**config.mk**
```make
export PLATFORM = sky130hd
export DESIGN_NAME = effect_gain
export DESIGN_NICKNAME = d
export VERILOG_FILES = /design/src/rtl/effect_gain_pkg.sv /design/src/rtl/gain_ramp.sv /design/src/rtl/effect_gain.sv
export SDC_FILE = /design/constraint.sdc
export NUM_CORES = 1
export LEC_CHECK = 0
export CORE_ASPECT_RATIO = 1.5
export CORE_MARGIN = 4
export CORE_UTILIZATION = 54
export DETAILED_ROUTE_END_ITERATION = 8
export PLACE_DENSITY = 0.84
export SYNTH_ARGS = -nofsm -noshare
export SYNTH_HDL_FRONTEND = slang
export SYNTH_SLANG_ARGS = --single-unit
```
**constraint.sdc**
```tcl
create_clock -name clk -period 8.26 [get_ports clk]
set_input_delay 0.826 -clock clk [delete_from_list [all_inputs] [get_ports clk]]
set_output_delay 0.826 -clock clk [all_outputs]
set_load 0.1 [all_outputs]
```
**src/rtl/effect_gain_pkg.sv**
```systemverilog
// effect_gain_pkg: shared gain limits, shift and ramp state type
package effect_gain_pkg;
  localparam logic [3:0] MAX_LEVEL = 4'd8;
  localparam int GAIN_SHIFT = 3;
  typedef enum logic [1:0] {HOLD, UP, DOWN} ramp_state_t;
  function automatic logic [3:0] clamp_level(input logic [3:0] l);
    return l > MAX_LEVEL ? MAX_LEVEL : l;
  endfunction
endpackage

```
**src/rtl/gain_ramp.sv**
```systemverilog
// gain_ramp: step timer plus ramp FSM moving gain one level per tick toward the clamped target
module gain_ramp
  import effect_gain_pkg::*;
#(
  parameter int STEP_DIV = 40000
) (
  input  logic       clk,
  input  logic       reset,
  input  logic [3:0] target_in,
  output logic [3:0] gain,
  output logic       ramping
);
  localparam int TW = STEP_DIV > 1 ? $clog2(STEP_DIV) : 1;
  logic [TW-1:0] cnt;
  logic [3:0] target, gain_nxt;
  logic tick;
  ramp_state_t state;
  assign tick = cnt == TW'(STEP_DIV - 1);
  always_comb begin
    state = gain < target ? UP : gain > target ? DOWN : HOLD;
    gain_nxt = !tick ? gain : state == UP ? gain + 4'd1 : state == DOWN ? gain - 4'd1 : gain;
  end
  always_ff @(posedge clk or negedge reset)
    if (!reset) begin
      cnt <= '0;
      target <= '0;
      gain <= '0;
    end else begin
      cnt <= tick ? '0 : cnt + 1'b1;
      target <= clamp_level(target_in);
      gain <= gain_nxt;
    end
  assign ramping = state != HOLD;
endmodule

```
**src/rtl/effect_gain.sv**
```systemverilog
// effect_gain: distance-driven ramped gain applied to a valid/ready audio sample stream
module effect_gain
  import effect_gain_pkg::*;
#(
  parameter int SAMPLE_W = 12,
  parameter int STEP_DIV = 40000
) (
  input  logic                clk,
  input  logic                reset,
  input  logic [3:0]          intensity,
  input  logic                in_valid,
  output logic                in_ready,
  input  logic [SAMPLE_W-1:0] in_sample,
  output logic                out_valid,
  input  logic                out_ready,
  output logic [SAMPLE_W-1:0] out_sample,
  output logic [3:0]          gain,
  output logic                ramping
);
  logic signed [SAMPLE_W+4:0] prod;
  gain_ramp #(.STEP_DIV(STEP_DIV)) u_ramp (
    .clk(clk),
    .reset(reset),
    .target_in(intensity),
    .gain(gain),
    .ramping(ramping)
  );
  assign prod = (SAMPLE_W+5)'($signed(in_sample)) * (SAMPLE_W+5)'($signed({1'b0, gain}));
  assign in_ready = !out_valid || out_ready;
  always_ff @(posedge clk or negedge reset)
    if (!reset) begin
      out_valid <= 1'b0;
      out_sample <= '0;
    end else if (in_ready) begin
      out_valid <= in_valid;
      if (in_valid) out_sample <= SAMPLE_W'(prod >>> GAIN_SHIFT);
    end
endmodule
```
**Run 1: supply network**

The bar under the picture is 20 um long. Pins as bars on the die edge. Tap cells in grey.
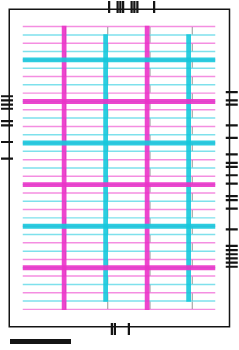
| colour | net |
|---|---|
| magenta | VSS |
| cyan | VDD |
met4 straps: 4
tap cells: 72
met1 rails: 35
rows: 34

**Run 1: placement by cell class**

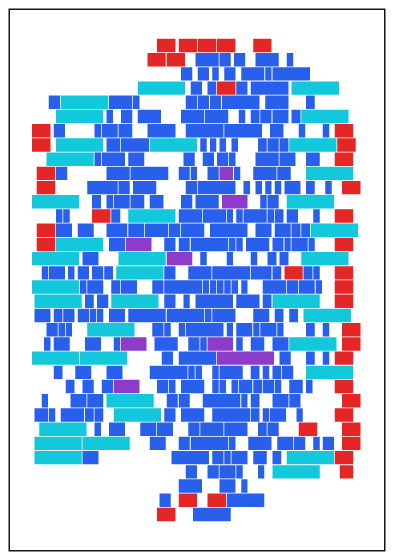
| colour | class | cells | share of their area |
|---|---|---|---|
| red | other buffers and delay cells | 39 | 10% |
| purple | clock drivers and dummy loads | 8 | 3.2% |
| cyan | flops | 37 | 25% |
| blue | all other logic | 299 | 61% |

==> flow_summary.ini, run 1 <==
; synthesis and place-and-route metrics
[run_status]
status = completed

[synth]
yosys_cells = 348
mux_share = 0.00917
ys_sh_xor = 0.0830
yosysWarnings = 0
ys_area_sq_um = 3270
yosys_most_used_dff = dfrtp_1
ys_ff = 37
synth_area_sq_um = 3270

[grt]
grt_max_degree = 38
grt_pass1_wl_mm = 11.0

[clocking]
root_buffer = clkbuf_8
cts_buffers = 5
clockBufferDepth = 2
clk_pin_slew_ps = 80
ctsResizeCount = 0
cts_tree = yes
cts_setup_buffers = 0

[setup_path]
worstSetupPathType = primary input to flip-flop
slowest_delay_ps = 550
r2r-start = u_ramp.gain[2]
cp_cell_sequence = clkdlybuf4s50_1 > and2_1 > ha_1 > inv_1 > fa_1 > fa_1 > inv_1 > ha_1 > nor2b_1 > o31a_1 > o31ai_2 > a2111oi_0 > or3_1

[timing]
fmax_mhz = 233
period_minus_slack_ps = 4290
rsz0062_at_grt = false
worst_pin_slew_ps = 980
final-max-slew-violation-count = 0

[flow_run]
cap_violations = 0
tool_warnings = 26

[hold_path]
holdPathEnd = out_sample[3]
hold_path_depth = 1
hold_path.class = flip-flop to flip-flop

[floorplan]
rows = 34
die-area_sq_um = 7400

[finish]
top_regs = u_ramp.cnt x16, out_sample x12
drive_gt1_frac = 0.0418

[detailed_routing]
drtAntennaViolNets = 0
**Run 1: clock wires, drivers and flops**

The bar under the picture is 20 um long.
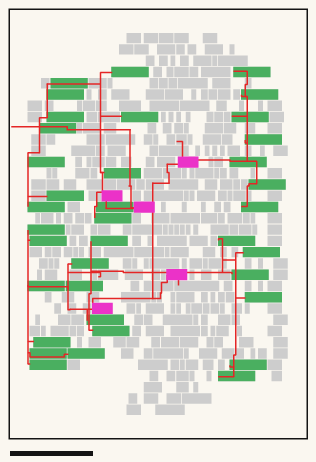
[magenta] cells driving clock nets | count: 5
[red] clock wires | length: 508 um
[green] flip-flops | count: 37
routed clock nets: 6
flops lie: widely spread
clk pwr: 0.000165 W
clock share of power: 0.428
Worst Skew: 9.76 ps
Latency at later pin: 290 ps

**Run 1: routed metal, one colour a layer**

The bar under the picture is 20 um long. Two of the layers only.
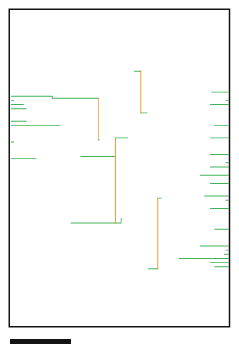
| colour | layer | wire length |
|---|---|---|
| orange | met4 | 78.2 um |
| green | met3 | 214 um |
GRT Resource Usage Total: 0.182
DR vias: 2419
Routed WL per cell: 13.4 um
Total Wirelength: 6.08 mm

-- run 1: Yosys cell counts (2+ instances only) --
library cell   n  share of area
inv_1         43          0.049
dfrtp_1       37           0.28
and2_1        35          0.067
ha_1          32           0.12
nand2_1       31          0.036
fa_1          23           0.14
o21ai_0       17          0.026
xor2_1        16          0.043
xnor2_1       15          0.040
nor2_1        13          0.015
a21oi_1       10          0.015
clkbuf_1       8         0.0092
nand3_1        8          0.012
and3_1         6          0.011
nand4_1        6          0.011
nor2b_1        6          0.011
a21o_1         5          0.011
a31oi_1        3         0.0057
and4_1         3         0.0080
nand2b_1       3         0.0057
o21a_1         3         0.0069
buf_4          2         0.0046
mux2_4         2         0.0092
o31ai_1        2         0.0046
or3_1          2         0.0038
-- run 1: per-stage QoR --
stage / instance area [sq um] / hold WS (ps) / util / worst slack (ps)
finish: 3810 / 477 / 0.654 / 3970
global route: 3810 / 503 / 0.654 / 3730
CTS: 3810 / 481 / 0.654 / 3970
detailed placement: 3690 / 464 / 0.633 / 3650
global placement: 3690 / 453 / 0.633 / 3770
floorplan: 3270 / 438 / - / 4040
-- run 1: routing by layer --
| layer | global-route usage | vias to the layer above | wire length [um] |
|---|---|---|---|
| met5 | 0 | - | 0 |
| met4 | 0.0478 | 0 | 78 |
| met3 | 0.0329 | 9 | 213 |
| met2 | 0.362 | 37 | 3340 |
| met1 | 0.195 | 1170 | 2450 |
| li1 | - | 1203 | - |
-- run 1: cell usage in the layout, fill, tap and decap left out, types with 5 or more instances in the layout --
cell             instances
dfrtp_1                 37
and3_1                   6
nor2b_1                  6
nand4_1                  6
xor2_1                  16
inv_1                   43
nor2_1                  13
and2_1                  35
o21ai_0                 17
ha_1                    32
a21oi_1                 10
clkbuf_8                 6
a21o_1                   5
nand3_1                  8
clkdlybuf4s50_1         38
xnor2_1                 15
nand2_1                 31
fa_1                    23
-- run 1: worst max path at each step --
stage                     slack, ps              to  cells past startpoint
after floorplan                4040   out_sample[9]                     13
after global placement         3770   out_sample[9]                     13
after detailed placement       3650   out_sample[9]                     13
after CTS                      3970   out_sample[9]                     13
after global routing           3730  out_sample[10]                     14
final                          3970   out_sample[9]                     13
-- run 1: where the power goes --
part | total [W] | switching (W) | internal (W)
logic | 0.0000377 | 0.0000236 | 0.0000141
registers | 0.000184 | 0.000000748 | 0.000183
clock network | 0.000165 | 0.0000672 | 0.0000982
total | 0.000387 | 0.0000915 | 0.000295
-- run 1: cells by family after synthesis --
group	after synthesis
AND/OR/NAND/NOR	119
flip-flops	37
AND-OR/OR-AND	49
buffers and inverters	55
multiplexers	2
adder cells (fa/ha/maj)	55
XOR/XNOR	31
-- run 1: worst max-delay path, delay by kind of cell --
family / cells / cell delay (ps)
adder cells (fa/ha/maj): 4 / 1650
AND-OR/OR-AND: 3 / 720
AND/OR/NAND/NOR: 3 / 720
buffers and inverters: 3 / 540
-- run 1: cell type report --
cell class,count,area (sq um),share of cell area
multi-input cells,256,2120,0.558
flip-flops and latches,37,926,0.243
repair buffers,39,388,0.102
inverters,43,161,0.0424
well taps,72,90.1,0.0236
clock buffers,6,82.6,0.0217
clock inverters,2,37.5,0.00985
==> run 2: changes to the inputs <==
--- a/config.mk
+++ b/config.mk
@@ -7,9 +7,9 @@
 export LEC_CHECK = 0
 export CORE_ASPECT_RATIO = 1.5
 export CORE_MARGIN = 4
-export CORE_UTILIZATION = 54
+export CORE_UTILIZATION = 51
 export DETAILED_ROUTE_END_ITERATION = 8
-export PLACE_DENSITY = 0.84
+export PLACE_DENSITY = 0.83
 export SYNTH_ARGS = -nofsm -noshare
 export SYNTH_HDL_FRONTEND = slang
 export SYNTH_SLANG_ARGS = --single-unit
==> constraint.sdc (replaced) <==
create_clock -name clk -period 3.6 [get_ports clk]
set_input_delay 0.36 -clock clk [delete_from_list [all_inputs] [get_ports clk]]
set_output_delay 0.36 -clock clk [all_outputs]
set_load 0.1 [all_outputs]
**Run 2: placement by cell class**

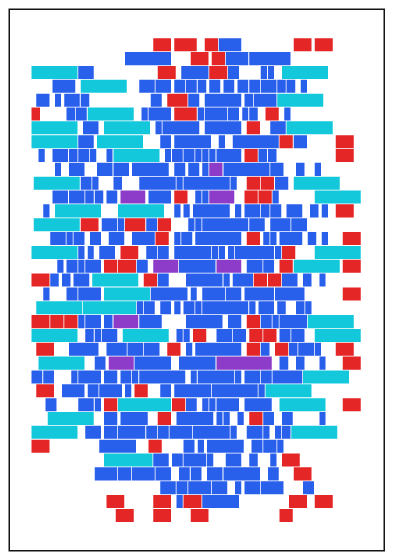
| colour | class | cells | share of their area |
|---|---|---|---|
| red | other buffers and delay cells | 74 | 15% |
| cyan | flops | 37 | 22% |
| purple | clock drivers and dummy loads | 8 | 2.8% |
| blue | all other logic | 299 | 60% |

==> run 2 against run 1 <==
  * The flow now finishes with violations (negative setup slack)
  * Total power rose by 130%
  * Non-clock buffer count rose by 35
  * Area after synthesis unchanged
  * Highest routed layer unchanged
  * Largest cell class unchanged
  * First-iteration DRC count is 5.7% lower
  * Clock power increased by 130%
  * Wire length up 18%
==> flow_summary.ini, run 2 <==
; synthesis and place-and-route metrics
[flow_run]
cap_violations = 0

[power]
power_switching_w = 0.000219
cell_internal_pwr_w = 0.000680
combPwrFrac = 0.102

[floorplan]
rows = 35
die-area_sq_um = 7790

[finish]
drive_gt1_frac = 0.215
final_cell_area_sq_um = 4310
lay_top_count = inv_1

[detailed_routing]
drtAntennaViolNets = 0
wl_mm = 7.17
vias = 2644

[setup_path]
slowest_delay_ps = 530
r2r-start = u_ramp.gain[3]
worstSetupPathType = primary input to flip-flop

[run_status]
status = finished, violations left
violations = negative setup slack

[synth]
ys_ff = 37
synth.area.top_cells = dfrtp_1 28%, fa_1 14%, ha_1 12%, and2_1 6.7%, inv_1 4.9%

[timing]
setup_violations = 1
fin_ws_ps = -59.3
skew_ps = 6.04
rsz0062_at_grt = true
worst_pin_slew_ps = 966
hold_ws_ps = 180
period_minus_slack_ps = 3660

[grt]
grt_pass1_wl_mm = 11.7

[clocking]
cts_buffers = 5
root_buffer = clkbuf_8
**Run 2: supply network**

The bar under the picture is 20 um long. Pins as bars on the die edge. Tap cells in grey.
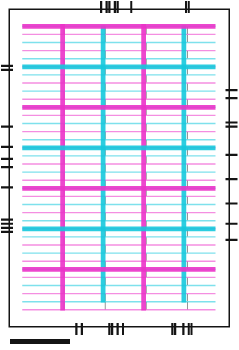
| colour | net |
|---|---|
| magenta | VSS |
| cyan | VDD |
signal pins: 39
tap cells: 74
rows: 35
Chip Width: 73.4 um
Peak VDD IR: 0.000223 V
Chip Height: 106 um
core area: 6170 sq um

[run 2: cell types whose count changed in the layout (fill, tap and decap cells not counted), moves of 4 or more]
cell,previous run,this run
inv_1,43,39
o21ai_0,17,12
inv_2,0,4
buf_4,1,36
clkdlybuf4s50_1,38,33
o21ai_1,0,4
a21oi_1,10,5
ha_4,0,10
a21oi_2,0,4
ha_1,32,21
[run 2: worst paths after layout]
check / cells after the start / endpoint
worst max-delay path: 13 / out_sample[9]
worst min-delay path: 1 / u_ramp.cnt[1]
worst max register to register: 12 / out_sample[9]
worst min register to register: 1 / u_ramp.cnt[4]
max in group asynchronous: 1 / u_ramp.gain[2]
min in group clk: 1 / u_ramp.cnt[4]
[run 2: metrics by stage]
stage	utilization	TNS (ps)	total power [W]	setup WS, ps
after floorplan	-	-166	0.000473	-136
after global placement	0.650	-1190	0.000519	-267
after detailed placement	0.650	-1730	0.000522	-330
after CTS	0.675	-21.7	0.000903	-21.7
after global routing	0.698	-550	0.000929	-157
final	0.698	-59.3	0.000899	-59.3
[run 2: cell families after synthesis]
group / after synthesis / share of synthesized area
compound gates: 49 / 0.0979
xor+xnor: 31 / 0.0830
fa+ha+maj: 55 / 0.263
buf+inv: 55 / 0.0680
flops: 37 / 0.283
mux: 2 / 0.00917
simple gates: 119 / 0.196
[run 2: power groups by stage]
| stage | Combinational [W] | Sequential [W] | Clock [W] |
|---|---|---|---|
| 6_report | 0.0000918 | 0.000421 | 0.000386 |
| 5_1_grt | 0.0000995 | 0.000422 | 0.000407 |
| 4_1_cts | 0.0000924 | 0.000421 | 0.000389 |
| 3_5_place_dp | 0.0000920 | 0.000430 | 0 |
| 3_3_place_gp | 0.0000898 | 0.000429 | 0 |
| 2_1_floorplan | 0.0000275 | 0.000445 | 0 |
[run 2: cell type report]
| cell class | instances | area (sq um) | area share |
|---|---|---|---|
| tap | 74 | 92.6 | 0.0215 |
| timing repair buffer | 74 | 653 | 0.151 |
| clock buffer | 6 | 82.6 | 0.0192 |
| inverter | 43 | 161 | 0.0374 |
| sequential | 37 | 935 | 0.217 |
| multi-input combinational | 256 | 2350 | 0.545 |
| clock inverter | 2 | 37.5 | 0.00871 |
[run 2: per-layer routing]
layer | vias up | track usage | wire length, um
li1 | 1273 | - | -
met1 | 1307 | 0.209 | 2690
met2 | 49 | 0.353 | 4130
met3 | 15 | 0.0331 | 217
met4 | 0 | 0.0389 | 133
met5 | - | 0 | 0
[run 2: worst max-delay path: cells and delay by family]
kind / cells / cell delay (ps)
compound gates: 3 / 780
simple gates: 3 / 700
buf+inv: 3 / 540
fa+ha+maj: 4 / 1460
[run 2: what timing repair did]
item,4_1_cts,5_1_grt
endpoints found under the setup margin,4,6
pin swaps,0,14
gates resized,4,24
hold buffers,0,0
setup buffers,1,4
==> run 3: changes to the inputs <==
--- a/config.mk
+++ b/config.mk
@@ -8,8 +8,9 @@
 export CORE_ASPECT_RATIO = 1.5
 export CORE_MARGIN = 4
 export CORE_UTILIZATION = 51
+export CTS_CLUSTER_SIZE = 16
 export DETAILED_ROUTE_END_ITERATION = 8
-export PLACE_DENSITY = 0.83
+export PLACE_DENSITY_LB_ADDON = 0.1
 export SYNTH_ARGS = -nofsm -noshare
 export SYNTH_HDL_FRONTEND = slang
 export SYNTH_SLANG_ARGS = --single-unit
**Run 3: routed metal, one colour a layer**

The bar under the picture is 20 um long. Two of the layers only.
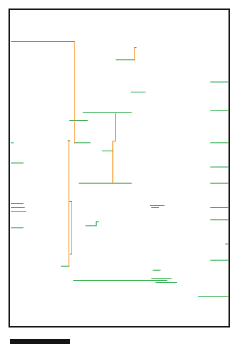
| colour | layer | wire length |
|---|---|---|
| orange | met4 | 123 um |
| green | met3 | 222 um |
Total Wirelength: 6.92 mm
GRT Resource Usage Total: 0.189
DR vias: 2567
Routed WL per cell: 14.1 um

==> run 3 against run 2 <==
  * The run now ends clean
  * Clock power is 3% lower
  * Non-clock buffer count stayed put
  * Core utilization is 1.5 points higher
  * Via count is 2.9% lower
  * Worst setup slack better by 120 ps
  * Clock-buffer cell count is 1 lower
  * Synthesized cell count stayed put
  * Cell area is 2.1% higher
  * Critical endpoint unchanged
  * Largest power group unchanged
==> flow_summary.ini, run 3 <==
; synthesis and place-and-route metrics
[timing]
fmax_mhz = 283
hold_ws_ps = 470
worst_pin_slew_ps = 971
final-max-slew-violation-count = 0

[synth]
top_area_frac = 0.283
yosys_cells = 348
ys_ff = 37
yosys_most_used_dff = dfrtp_1
synth_area_sq_um = 3270
yosysMostFrequentCell = inv_1

[floorplan]
die-area_sq_um = 7790
core_sq_um = 6170
die_h_um = 106

[grt]
use_met1 = 0.205
use_met2 = 0.357
busiest_layer = met2

[finish]
combGateArea_sq_um = 2430
final_core_util = 0.713
regArea_sq_um = 935
drive_gt1_frac = 0.234

[detailed_routing]
drtAntennaViolNets = 0

[placement]
pre_cts_ws_ps = -374

[clocking]
cts_tree = yes
clockBufferDepth = 2
cts_buffers = 5

[run_status]
status = completed
**Run 3: clock routing**

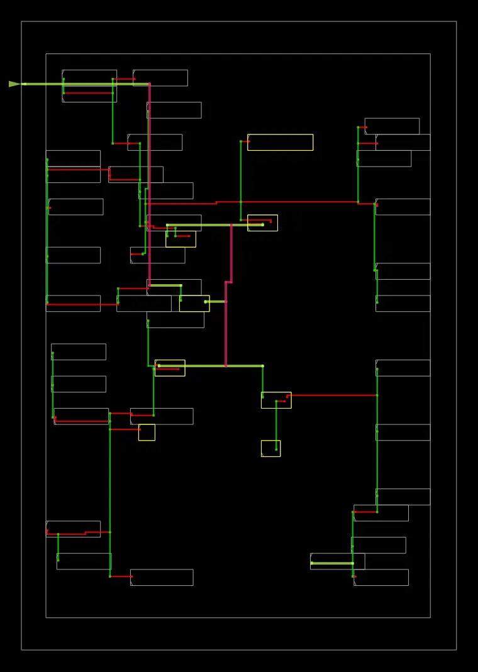
Latency at later pin: 300 ps
Worst Skew: 10.3 ps

[run 3: worst paths after layout]
path	start	to	slack, ps	cells after the start
max	u_ramp.gain[3]	out_sample[9]	60	13
min	u_ramp.cnt[4]	u_ramp.cnt[4]	470	1
max reg2reg	u_ramp.gain[3]	out_sample[9]	60	13
min reg2reg	u_ramp.cnt[4]	u_ramp.cnt[4]	470	1
max in group asynchronous	reset	u_ramp.gain[2]	2760	2
min in group asynchronous	reset	out_sample[6]	480	2
[run 3: worst max-delay path: stages (launching register included)]
cell     delay [ps]
dfrtp_4         530
buf_6           140
and2_1          150
ha_1            290
inv_1            60
fa_1            530
inv_1            50
fa_1            480
ha_4            320
o221a_4         190
o31ai_4         100
nand2_1         110
a31oi_1          90
or3_1           370
[run 3: report_power, final]
| group | leakage, nW | switching, W | internal, W |
|---|---|---|---|
| sequential | 0.486 | 0.00000146 | 0.000419 |
| combinational | 1.54 | 0.0000567 | 0.0000365 |
| clock | 0.0543 | 0.000168 | 0.000208 |
| total | 2.08 | 0.000226 | 0.000664 |
[run 3: final cells by class]
cell class | count | share of cell area
Clock buffer | 5 | 0.0156
Multi-Input combinational cell | 256 | 0.553
Clock inverter | 3 | 0.0105
Timing Repair Buffer | 74 | 0.151
Sequential cell | 37 | 0.212
Inverter | 43 | 0.0367
Tap cell | 74 | 0.0210
[run 3: cell families after synthesis]
kind of cell               count (synthesis)  synth area share
and+or+nand+nor                          119             0.196
buffers and inverters                     55            0.0680
muxes                                      2           0.00917
adders and majority gates                 55             0.263
DFF                                       37             0.283
AOI/OAI and AO/OA                         49            0.0979
xor gates and xnor gates                  31            0.0830
[run 3: routing by layer]
layer / wire length (um) / up-vias
met3: 221 / 11
met2: 4020 / 47
met5: 0 / -
met1: 2560 / 1238
li1: - / 1271
met4: 122 / 0
[run 3: per-stage QoR]
step | setup TNS, ps | cell area [sq um]
3_5_place_dp | -2020 | 4030
4_1_cts | -20.2 | 4210
6_report | 0 | 4400
2_1_floorplan | -166 | 3420
5_1_grt | -120 | 4400
3_3_place_gp | -1400 | 4030
[run 3: timing repair]
item                       in CTS  in global routing
setup buffers                   2                  2
setup endpoints to repair       4                  7
gates cloned                    0                  0
pin swaps                       2                 25
gates resized                   9                 34
Power and IR drop assume default switching activity.
